Fig. 1: run 1, M4 wires
Drawn at 1.5 px/um. Cells faint in the background.
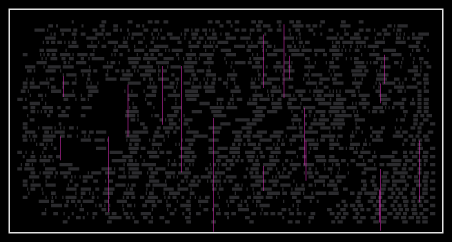
Fig. 2: run 1, clock wires, drivers and flops
Drawn at 1 px/um.
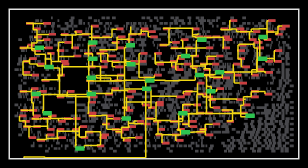
Fig. 3: run 1, zoomed window
Region (206, 27) to (226, 47) um. Cells in gray, sequential cells in the stronger gray; small squares are vias.
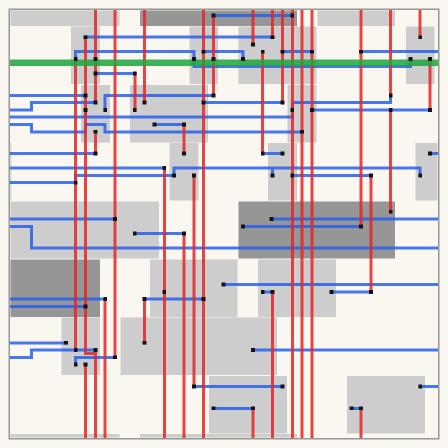
`config.mk`:
```
export PLATFORM = sky130hd
export DESIGN_NAME = bus_arbiter
export DESIGN_NICKNAME = d
export VERILOG_FILES = /design/src/rtl/bus_arbiter.sv
export SDC_FILE = /design/constraint.sdc
export NUM_CORES = 1
export LEC_CHECK = 0
export CELL_PAD_IN_SITES_DETAIL_PLACEMENT = 1
export CELL_PAD_IN_SITES_GLOBAL_PLACEMENT = 2
export CORE_ASPECT_RATIO = 0.5
export CORE_MARGIN = 4
export CORE_UTILIZATION = 23
export CTS_CLUSTER_DIAMETER = 50
export DETAILED_ROUTE_END_ITERATION = 10
export GPL_TIMING_DRIVEN = 1
export PLACE_DENSITY_LB_ADDON = 0.1
export SYNTH_ARGS = -nofsm -noshare
export SYNTH_HDL_FRONTEND = slang
export SYNTH_SLANG_ARGS = --single-unit
```
`constraint.sdc`:
```
create_clock -name clock -period 1.3 [get_ports clock]
set_input_delay 0.26 -clock clock [delete_from_list [all_inputs] [get_ports clock]]
set_output_delay 0.26 -clock clock [all_outputs]
set_load 0.005 [all_outputs]
```
`src/rtl/bus_arbiter.sv`:
```
// bus_arbiter: merges the instruction-fetch and data ports onto one memory request bus.
// Each port owns one holding register. Only one transaction is outstanding at a time.
// The response pulse is routed back to the port that owns the transaction.
module bus_arbiter #(
    parameter bit ROUND_ROBIN = 1'b1
) (
    input  logic        reset,
    input  logic        clock,

    input  logic        imemory_valid,
    input  logic        imemory_instr,
    input  logic [31:0] imemory_addr,
    input  logic [31:0] imemory_wdata,
    input  logic [3:0]  imemory_wstrb,
    output logic [31:0] imemory_rdata,
    output logic        imemory_ready,

    input  logic        dmemory_valid,
    input  logic        dmemory_instr,
    input  logic [31:0] dmemory_addr,
    input  logic [31:0] dmemory_wdata,
    input  logic [3:0]  dmemory_wstrb,
    output logic [31:0] dmemory_rdata,
    output logic        dmemory_ready,

    output logic        memory_valid,
    output logic        memory_instr,
    output logic [31:0] memory_addr,
    output logic [31:0] memory_wdata,
    output logic [3:0]  memory_wstrb,
    input  logic [31:0] memory_rdata,
    input  logic        memory_ready
);

    localparam logic PORT_I = 1'b0;
    localparam logic PORT_D = 1'b1;

    typedef enum logic {
        IDLE,
        BUSY
    } state_t;

    typedef struct packed {
        logic        instr;
        logic [31:0] addr;
        logic [31:0] wdata;
        logic [3:0]  wstrb;
    } req_t;

    state_t state_q, state_d;
    req_t   i_hold_q, i_hold_d;
    req_t   d_hold_q, d_hold_d;
    req_t   mem_req_q, mem_req_d;
    logic   mem_valid_q, mem_valid_d;
    logic   pend_i_q, pend_i_d;
    logic   pend_d_q, pend_d_d;
    logic   owner_q, owner_d;
    logic   last_grant_q, last_grant_d;

    logic   response;
    logic   i_accept;
    logic   d_accept;
    logic   grant;

    // Next-state logic: capture new requests, grant one pending request from IDLE, and retire on memory_ready.
    always_comb begin
        state_d      = state_q;
        i_hold_d     = i_hold_q;
        d_hold_d     = d_hold_q;
        mem_req_d    = mem_req_q;
        mem_valid_d  = 1'b0;
        pend_i_d     = pend_i_q;
        pend_d_d     = pend_d_q;
        owner_d      = owner_q;
        last_grant_d = last_grant_q;
        grant        = PORT_D;

        response = (state_q == BUSY) && memory_ready;

        i_accept = imemory_valid && !pend_i_q &&
                   !((state_q == BUSY) && (owner_q == PORT_I) && !memory_ready);
        d_accept = dmemory_valid && !pend_d_q &&
                   !((state_q == BUSY) && (owner_q == PORT_D) && !memory_ready);

        if (state_q == IDLE) begin
            if (pend_i_q || pend_d_q) begin
                if (pend_i_q && pend_d_q) begin
                    grant = (ROUND_ROBIN != 1'b0) ? ~last_grant_q : PORT_D;
                end else begin
                    grant = pend_d_q ? PORT_D : PORT_I;
                end
                if (grant == PORT_I) begin
                    mem_req_d = i_hold_q;
                    pend_i_d  = 1'b0;
                end else begin
                    mem_req_d = d_hold_q;
                    pend_d_d  = 1'b0;
                end
                mem_valid_d  = 1'b1;
                owner_d      = grant;
                last_grant_d = grant;
                state_d      = BUSY;
            end
        end else if (memory_ready) begin
            state_d = IDLE;
        end

        if (i_accept) begin
            pend_i_d = 1'b1;
            i_hold_d = '{instr: imemory_instr, addr: imemory_addr,
                         wdata: imemory_wdata, wstrb: imemory_wstrb};
        end
        if (d_accept) begin
            pend_d_d = 1'b1;
            d_hold_d = '{instr: dmemory_instr, addr: dmemory_addr,
                         wdata: dmemory_wdata, wstrb: dmemory_wstrb};
        end
    end

    // State registers with synchronous active-low reset; an in-flight response is dropped by returning to IDLE.
    always_ff @(posedge clock) begin
        if (!reset) begin
            state_q      <= IDLE;
            i_hold_q     <= '0;
            d_hold_q     <= '0;
            mem_req_q    <= '0;
            mem_valid_q  <= 1'b0;
            pend_i_q     <= 1'b0;
            pend_d_q     <= 1'b0;
            owner_q      <= PORT_I;
            last_grant_q <= PORT_I;
        end else begin
            state_q      <= state_d;
            i_hold_q     <= i_hold_d;
            d_hold_q     <= d_hold_d;
            mem_req_q    <= mem_req_d;
            mem_valid_q  <= mem_valid_d;
            pend_i_q     <= pend_i_d;
            pend_d_q     <= pend_d_d;
            owner_q      <= owner_d;
            last_grant_q <= last_grant_d;
        end
    end

    assign memory_valid = mem_valid_q;
    assign memory_instr = mem_req_q.instr;
    assign memory_addr  = mem_req_q.addr;
    assign memory_wdata = mem_req_q.wdata;
    assign memory_wstrb = mem_req_q.wstrb;

    assign imemory_ready = response && (owner_q == PORT_I);
    assign dmemory_ready = response && (owner_q == PORT_D);
    assign imemory_rdata = imemory_ready ? memory_rdata : 32'h0;
    assign dmemory_rdata = dmemory_ready ? memory_rdata : 32'h0;

endmodule

```
==> flow_summary_export.csv, run 1 <==
group,metric,value,unit
routing,drt-wirelength-per-cell,19.9,um
yosys,synth-warning-count,0,
yosys,synth_cell_types,21,
yosys,synthArstFlopShare,0,
cells_and_area,layout_top_cells,"nand2_1, clkdlybuf4s50_1, dfxtp_1, mux2i_1, buf_6",
cells_and_area,fillers,4222,
outcome,status,"finished with violations",
global_routing,grt_start_max_net_pins,79,
sta,setup_tns,-87.60,ns
sta,slew_violations,0,
worst_setup_path,ff2ff_path_depth,6,
sta,finalHoldViolations,0,
placed_design,place_ws,-0.869,ns
outcome,violations,"setup timing",
yosys,ys_chip_area,0.00902,mm^2
yosys,avgSynthCellArea,8.36,um^2
routing,dr.pass1.iters,4,
worst_setup_path,crit_type,"reg -> out",
pwr,finalPower,19.3,mW
worst_setup_path,crit_path_max_fanout,8,
sta,fmax,0.509,GHz
sta,rsz0062_at_grt,"true",
global_routing,grt_pass1_wl,59.7,mm
worst_setup_path,required,1.04,ns
floorplanning,io_pins,311,
clock_network,clockBufferDepth,3,
pwr,p_per_area,1200,mW/mm^2
yosys,synth.area.top_cells,"dfxtp_1, nand2_1, mux2i_1",
floorplanning,fp-utilization,0.237,
floorplanning,die_y,148,um
placed_design,place.gp.congestion,0.745,
yosys,edf_count,0,
clock_network,cts_tree,"yes",
sta,period_minus_slack,1.96,ns
routing,drtIter0Drc,293,
worst_setup_path,start_kind,"flop",
global_routing,grt_overflow_total,0,
yosys,synth.most_common_cell,"nand2_1",
sta,slew-limit-headroom,0.738,
clock_network,clk_pin_slew,0.06,ns
yosys,common_cells,"nand2_1, dfxtp_1, mux2i_1",
routing,ant_nets,0,
yosys,ys_seq_share,0.471,
cells_and_area,layout_top_cell,"nand2_1",
pwr,power_leakage,6.56,nW
clock_network,cts.sinks,212,
yosys,ys.flops,212,
floorplanning,core_area,0.0380,mm^2
cells_and_area,synthToLayoutAreaGrowth,78.5,%
sta,setup_ws,-0.664,ns
routing,via_per_inst,4.45,
worst_setup_path,arrival,1.70,ns
floorplanning,row_count,50,
routing,drc_errors,0,
yosys,top_area_frac,0.471,
min_path,min_path_type,"in -> reg",
cells_and_area,comb_area,0.00505,mm^2
global_routing,antenna_found_initial,2,
cells_and_area,drive_gt1_frac,0.373,
sta,final_min_period_over_clock_period,1.51,
clock_network,h-tree-depth,1,
cells_and_area,ff_latch_area,0.00436,mm^2
placed_design,dp_hpwl,23.1,mm
cells_and_area,stdcell_count,1999,
floorplanning,dieArea,0.0426,mm^2
clock_network,cts_root_buf,"clkbuf_16",
yosys,syn_area,0.00902,mm^2
global_routing,grt_pass1_vias,9834,
min_path,hold_path_depth,4,
yosys,synth_stat.cells,1079,
global_routing,grt_use_total,0.180,
sta,setup_violations,278,
placed_design,io_buffers,310,
sta,whs,0.162,ns
yosys,synth_area_leader_cell,"dfxtp_1",
placed_design,place_inst,1865,
flow_run,openroad.warnings,29,
clock_network,cts_buffers,24,
yosys,ff_type,"dfxtp_1",
cells_and_area,postLayoutCellArea,0.0161,mm^2
cells_and_area,nets,1635,
placed_design,placed_area,0.0131,mm^2
cells_and_area,fin_util,0.423,
floorplanning,die_x,288,um
worst_setup_path,worstSetupEndpointType,"primary output",
sta,tightest_slew,0.393,ns
pwr,ir_drop,717,uV
Back to the opening pictures, Fig. 1:
share of all routed wire = 1.6%
longest straight run = 75.5 um
via count: 8889
final wirelength: 39.7 mm

Back to the opening pictures, Fig. 2:
green -> clock-net drivers  # count 24
red -> flip-flops  # count 212
yellow -> clock wires  # length 3460 um
flops lie = widely spread
routed clock nets = 25
Clock Power Share: 0.357
Power Clock: 6.89 mW
Late-Pin Clk Latency: 0.54 ns
Worst Skew: 0.0155 ns

Back to the opening pictures, Fig. 3:
red -> M2
green -> M3
blue -> M1
cells with their middle in the window = 19
sequential cells in the window = 2
netlist names of flops here include = `d_hold_q` (1), `memory_wdata` (1)
most frequent = nand2_1 (8), clkdlybuf4s50_1 (3)

## run 1: area by class of cell
type / count / share of cell area
clock inverters: 9 / 0.00567
flip-flops and latches: 212 / 0.271
multi-input cells: 774 / 0.314
repair buffers: 447 / 0.326
clock buffers: 34 / 0.0434
well taps: 520 / 0.0404
inverters: 1 / 0.000233
diodes: 2 / 0.000311
## run 1: state kept, by name, summed over array words and instances (netlist names)
register,count
memory_valid,1
memory_wdata,32
last_grant_q,1
d_hold_q,69
memory_instr,1
i_hold_q,69
state_q,1
pend_i_q,1
pend_d_q,1
memory_wstrb,4
memory_addr,32
## run 1: layer usage
layer / GRT usage / wire [um]
met5: 0 / 0
met4: 0.0333 / 614
met1: 0.226 / 17400
met3: 0.0297 / 1480
met2: 0.328 / 20200
## run 1: path summary, 6_finish.rpt
path	start	end	slack, ns
worst max-delay path	last_grant_q	dmemory_rdata[17]	-0.66
worst min-delay path	reset	memory_addr[2]	0.16
worst max register to register	state_q	i_hold_q[25]	-0.33
worst min register to register	i_hold_q[57]	memory_addr[21]	0.45
## run 1: what timing repair did
action                                  4_1_cts  5_1_grt
gates cloned                                 39        3
hold buffers                                  0        0
endpoints found under the setup margin      344      301
endpoints found under the hold margin         0        0
buffers inserted                             50       29
pin swaps                                    42       22
resized                                     867      192
## run 1: critical path, stage by stage (launching register included)
cell     delay [ns]
dfxtp_4        0.36
and3_4         0.20
buf_12         0.14
buf_16         0.14
buf_6          0.11
and2_4         0.13
buf_6          0.11
## run 1: logic make-up after synthesis
logic type / Yosys count / share of synthesized area
simple gates: 487 / 0.223
buf+inv: 93 / 0.0573
flops: 212 / 0.471
mux: 139 / 0.154
compound gates: 148 / 0.0946
## run 1: where the power goes
group	internal, mW	switching [mW]
Clock	3.96	2.93
Combinational	2.74	2.14
Sequential	7.15	0.389
Fig. 4: run 1, track usage over the die
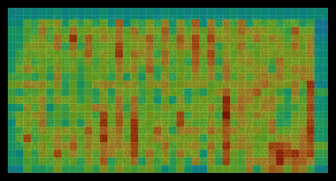

==> run 1 -> run 2 <==
Settings changed: PLACE_DENSITY set to 0.74, PLACE_DENSITY_LB_ADDON 0.1 to unset.
Fig. 5: run 2, track usage over the die
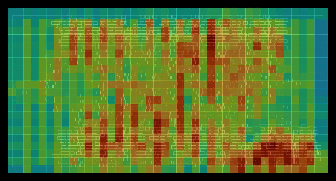
met2 Resource Use GR: 0.335
total track usage: 0.172
met3 Use GR: 0.0263
global routing's busiest layer: met2
Final Util: 0.416

Fig. 6: run 2, wiring by layer
Drawn at 1.5 px/um.
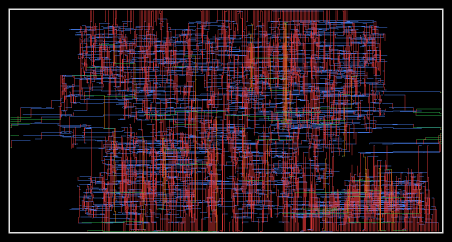
orange -> M4  # wire length 1210 um
red -> M2  # wire length 22.4 mm
green -> M3  # wire length 1120 um
blue -> M1  # wire length 16700 um
via count: 9001
final wirelength: 41.4 mm

==> run 2 against run 1 <==
  * Final cell count shrank 0.30%
  * Worst hold slack lost 0.11 ns
  * Sequential share of layout area grew 0.38 points
  * Clock power grew 9.0%
  * Worst setup slack lost 0.025 ns
  * Synthesized cell count is the same
  * First-iteration DRC count grew 11%
  * Critical path depth is the same
  * Wire length grew 4.4%
  * Cell area shrank 1.6%
  * Critical endpoint is now dmemory_rdata[2]
  * Via count grew 1.3%
  * The flow still finishes with violations (setup timing)
  * Maximum frequency shrank 1.3%
==> flow_summary_export.csv, run 2 <==
group,metric,value,unit
outcome,status,"finished with violations",
outcome,violations,"setup timing",
clock_network,clk_pin_slew,0.06,ns
floorplanning,row_count,50,
routing,ant_nets,0,
sta,slew_violations,0,
pwr,p_clk_frac,0.380,
yosys,netlist_logic_family_top,"simple AND/OR/NAND/NOR gates",
cells_and_area,postLayoutCellArea,0.0158,mm^2
sta,setup_ws,-0.689,ns
placed_design,placed_area,0.0130,mm^2
sta,whs,0.0556,ns
yosys,avgSynthCellArea,8.36,um^2
pwr,p_seq,7.56,mW
clock_network,h-tree-depth,1,
yosys,mux_share,0.154,
cells_and_area,layout_top_cell,"nand2_1",
cells_and_area,stdcell_count,1993,
clock_network,cts_tree,"yes",
worst_setup_path,arrival,1.73,ns
yosys,xor_area_frac,0,
worst_setup_path,setup.worst_path.end,"dmemory_rdata[2]",
yosys,edf_count,0,
sta,finalHoldViolations,0,
clock_network,insertion_delay,0.55,ns
cells_and_area,drive_gt1_frac,0.352,
yosys,synth_cell_types,21,
worst_setup_path,crit_type,"reg -> out",
yosys,synth.most_common_cell,"nand2_1",
floorplanning,die_y,148,um
sta,final_min_period_over_clock_period,1.53,
yosys,synthArstFlopShare,0,
yosys,top_area_frac,0.471,
pwr,largestPowerGroup,"registers",
floorplanning,core_area,0.0380,mm^2
worst_setup_path,start_kind,"flop",
placed_design,io_buffers,310,
global_routing,antenna_found_initial,2,
sta,skew,0.0220,ns
pwr,comb-power,4.70,mW
routing,drc_errors,0,
cells_and_area,nets,1626,
worst_setup_path,rr_endpoint,"d_hold_q[54]",
sta,fmax,0.503,GHz
yosys,synth_stat.cells,1079,
sta,setup_violations,277,
placed_design,dp_hpwl,25.9,mm
-- run 2: netlist changes by cell type in the layout (fill, tap and decap cells not counted), sizes merged --
cell and change:
buf -27, clkbuf +13, inv +3, bufinv +2, clkinvlp +2, bufbuf -1
clkinv +1, dlygate4sd3 +1
-- run 2: final cells by class --
cell class	instances	area, um^2	share of cell area
Timing Repair Buffer	436	5010	0.316
Multi-Input combinational cell	774	4950	0.312
Sequential cell	212	4350	0.274
Clock buffer	31	679	0.0429
Tap cell	520	651	0.0411
Clock inverter	17	201	0.0127
Antenna cell	2	5.00	0.000316
Inverter	1	3.75	0.000237
-- run 2: kinds of logic after synthesis --
logic type	count (synthesis)
flip-flops	212
AND/OR/NAND/NOR	487
buffers and inverters	93
multiplexers	139
AND-OR/OR-AND	148
-- run 2: critical path: stages, from the launching register on --
cell     delay (ns)
dfxtp_2        0.34
and3_4         0.20
buf_6          0.14
buf_16         0.14
buf_6          0.11
and2_4         0.15
buf_6          0.11
-- run 2: metal layers --
metal / up-vias / global-route usage / routed length, um
met5: - / 0 / 0
met4: 0 / 0.0528 / 1210
met3: 71 / 0.0263 / 1120
met2: 137 / 0.335 / 22400
met1: 4485 / 0.191 / 16700
li1: 4308 / - / -
-- run 2: worst min-delay path by stage --
stage                endpoint  slack (ns)  cells past startpoint
6_report         i_hold_q[39]        0.06                      3
5_1_grt          i_hold_q[39]        0.03                      3
4_1_cts        memory_addr[3]        0.01                      3
3_5_place_dp     i_hold_q[46]        0.45                      2
3_3_place_gp     d_hold_q[42]        0.44                      2
2_1_floorplan     d_hold_q[0]        0.40                      2
Fig. 7: run 2, zoomed window
Region (206, 27) to (226, 47) um. Cells in gray, sequential cells in the stronger gray; small squares are vias.
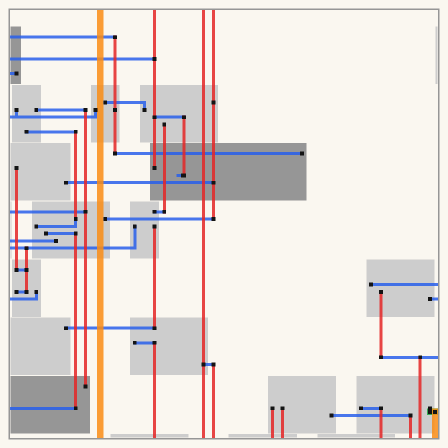

==> run 2 -> run 3 <==
Clock period 1.3 ns to 1.8 ns, I/O delays scaled along.
Fig. 8: run 3, zoomed window
Region (206, 27) to (226, 47) um. Cells in gray, sequential cells in the stronger gray; small squares are vias.
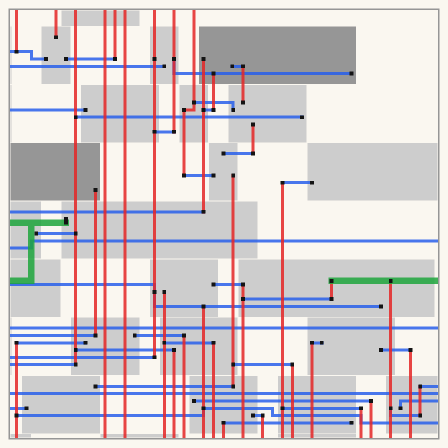
green -> M3
blue -> M1
red -> M2
netlist names of flops here include = `d_hold_q` (2)
most frequent = and2_4 (4), nand2_1 (4), clkdlybuf4s50_1 (4)
sequential cells in the window = 2
cells with their middle in the window = 20

Fig. 9: run 3, wiring by layer
Drawn at 1.5 px/um.
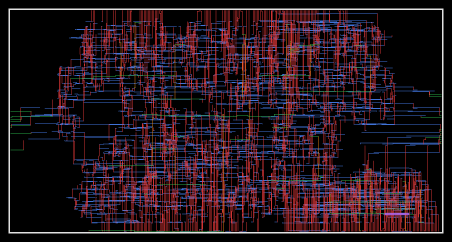
final wirelength: 36.1 mm
via count: 8474
DR WL/cell: 18.7 um

==> run 3 against run 2 <==
  * The flow still finishes with violations (setup timing)
  * Final cell count is 3.4% lower
  * Global-route usage down 1.0 points
  * Worst hold slack gained 0.17 ns
  * Via count is 5.9% lower
  * Critical endpoint is now imemory_rdata[27]
  * Highest routed layer is now met5
==> flow_summary_export.csv, run 3 <==
group,metric,value,unit
yosys,synth.most_common_cell,"nand2_1",
yosys,synth-warning-count,0,
sta,setup_violations,66,
flow_run,cap_violations,0,
worst_setup_path,path_cells,"inv_4 -> and3_4 -> buf_6 -> buf_12 -> and2_4 -> buf_6",
clock_network,h-tree-depth,1,
yosys,synthCells,1079,
floorplanning,die_x,288,um
placed_design,place_inst,1856,
global_routing,grt_overflow_total,0,
sta,slew_violations,0,
cells_and_area,clkCellAreaFrac,0.0561,
worst_setup_path,crit_top_cell,"buf_6",
yosys,ff_type,"dfxtp_1",
worst_setup_path,cp_top_family,"buffers and inverters",
yosys,avgSynthCellArea,8.36,um^2
floorplanning,tapCellCount,520,
outcome,status,"finished with violations",
cells_and_area,drive_gt1_frac,0.177,
clock_network,clk_pin_slew,0.06,ns
worst_setup_path,crit_type,"reg -> out",
sta,skew,0.0157,ns
floorplanning,core_area,0.0380,mm^2
cells_and_area,area_share_nonclk_buffers,0.291,
min_path,min_path_type,"in -> reg",
worst_setup_path,required,1.44,ns
cells_and_area,buffers,373,
global_routing,antenna_found_initial,2,
cells_and_area,fin_util,0.378,
cells_and_area,clock_buffers,32,
placed_design,io_buffers,310,
sta,final_min_period_over_clock_period,1.14,
worst_setup_path,start_kind,"flop",
placed_design,dp_hpwl,25.1,mm
cells_and_area,num-multi-input-gates,774,
clock_network,cts_root_buf,"clkbuf_16",
sta,setup_ws,-0.254,ns
cells_and_area,ff_latch_area,0.00425,mm^2
global_routing,grt_pass1_vias,9196,
worst_setup_path,arrival,1.69,ns
floorplanning,dieArea,0.0426,mm^2
pwr,p_clk_frac,0.391,
routing,drtIter0Drc,289,
yosys,top_area_frac,0.471,
yosys,synth_cell_types,21,
routing,via_per_inst,4.40,
clock_network,cts.sinks,212,
cells_and_area,non_clock_inverter_count,1,
yosys,synth_area_leader_cell,"dfxtp_1",
clock_network,insertion_delay,0.53,ns
yosys,edf_count,0,
pwr,p_seq_frac,0.417,
floorplanning,row_count,50,
worst_setup_path,path_buffers,4,
cells_and_area,stdcell_count,1925,
global_routing,grt_pass1_wl,54.6,mm
cells_and_area,layout_top_cell,"nand2_1",
yosys,synthArstFlopShare,0,
yosys,synth_stat.cells,1079,
routing,drc_errors,0,
cells_and_area,design.seq.count,212,
yosys,common_cells,"nand2_1, dfxtp_1, mux2i_1",
outcome,violations,"setup timing",
yosys,syn_area,0.00902,mm^2
cells_and_area,comb_area,0.00447,mm^2
yosys,synth.area.top_cells,"dfxtp_1, nand2_1, mux2i_1",
routing,ant_nets,0,
clock_network,cts_tree,"yes",
floorplanning,die_y,148,um
cells_and_area,largest_class,"multi-input combinational cells",
sta,fmax,0.487,GHz
worst_setup_path,slowest_delay,0.36,ns
cells_and_area,antenna_cells,1,
worst_setup_path,worstSetupEndpointType,"primary output",
global_routing,grt_use_total,0.161,
pwr,power_leakage,5.98,nW
sta,finalHoldViolations,0,
cells_and_area,nets,1561,
worst_setup_path,slowest_stage,"dfxtp_4",
cells_and_area,seq_area_frac,0.296,
cells_and_area,comb_area_frac,0.311,
-- run 3: cell families (layout without fill, tap and decap cells) --
group           Yosys count  count (layout)  share of synthesized area
compound gates          148             148                     0.0946
buf+inv                  93             418                     0.0573
flops                   212             212                      0.471
mux                     139             139                      0.154
other cells               0               1                          0
simple gates            487             487                      0.223
-- run 3: per-layer routing --
layer | vias to the layer above | share of wire | wire length [um] | GRT usage
li1 | 4167 | - | - | -
met3 | 42 | 0.026 | 921 | 0.0233
met1 | 4163 | 0.41 | 15000 | 0.188
met5 | - | 0.00039 | 14 | 0
met4 | 2 | 0.017 | 620 | 0.0340
met2 | 100 | 0.54 | 19500 | 0.312
-- run 3: through the flow --
| step | cell area [um^2] | setup TNS, ns | hold WS (ns) |
|---|---|---|---|
| 2_1_floorplan | 9020 | 0 | 0.435 |
| 3_3_place_gp | 12900 | -46.81 | 0.444 |
| 3_5_place_dp | 12900 | -52.04 | 0.448 |
| 4_1_cts | 14000 | -19.42 | 0.218 |
| 5_1_grt | 14400 | -15.72 | 0.229 |
| 6_report | 14400 | -13.06 | 0.226 |
-- run 3: worst paths after layout --
| check | start | end | depth (start not counted) |
|---|---|---|---|
| max | last_grant_q | imemory_rdata[27] | 6 |
| max reg2reg | last_grant_q | i_hold_q[55] | 9 |
| min reg2reg | i_hold_q[30] | i_hold_q[30] | 2 |
| min | reset | d_hold_q[39] | 3 |
-- run 3: power by group through the flow --
stage,Sequential (mW),Combinational [mW],Clock [mW]
after CTS,5.36,2.47,5.19
final,5.35,2.47,5.01
after global placement,5.44,2.34,0
after detailed placement,5.46,2.38,0
after global routing,5.41,2.68,5.40
after floorplan,5.41,1.03,0
-- run 3: worst min-delay path: cells and delay by family --
family                 cells  cell delay [ns]
multiplexers               1             0.06
buffers and inverters      1             0.18
AND/OR/NAND/NOR            1             0.10
No activity file was given, so power comes from the tool's default toggle rates.
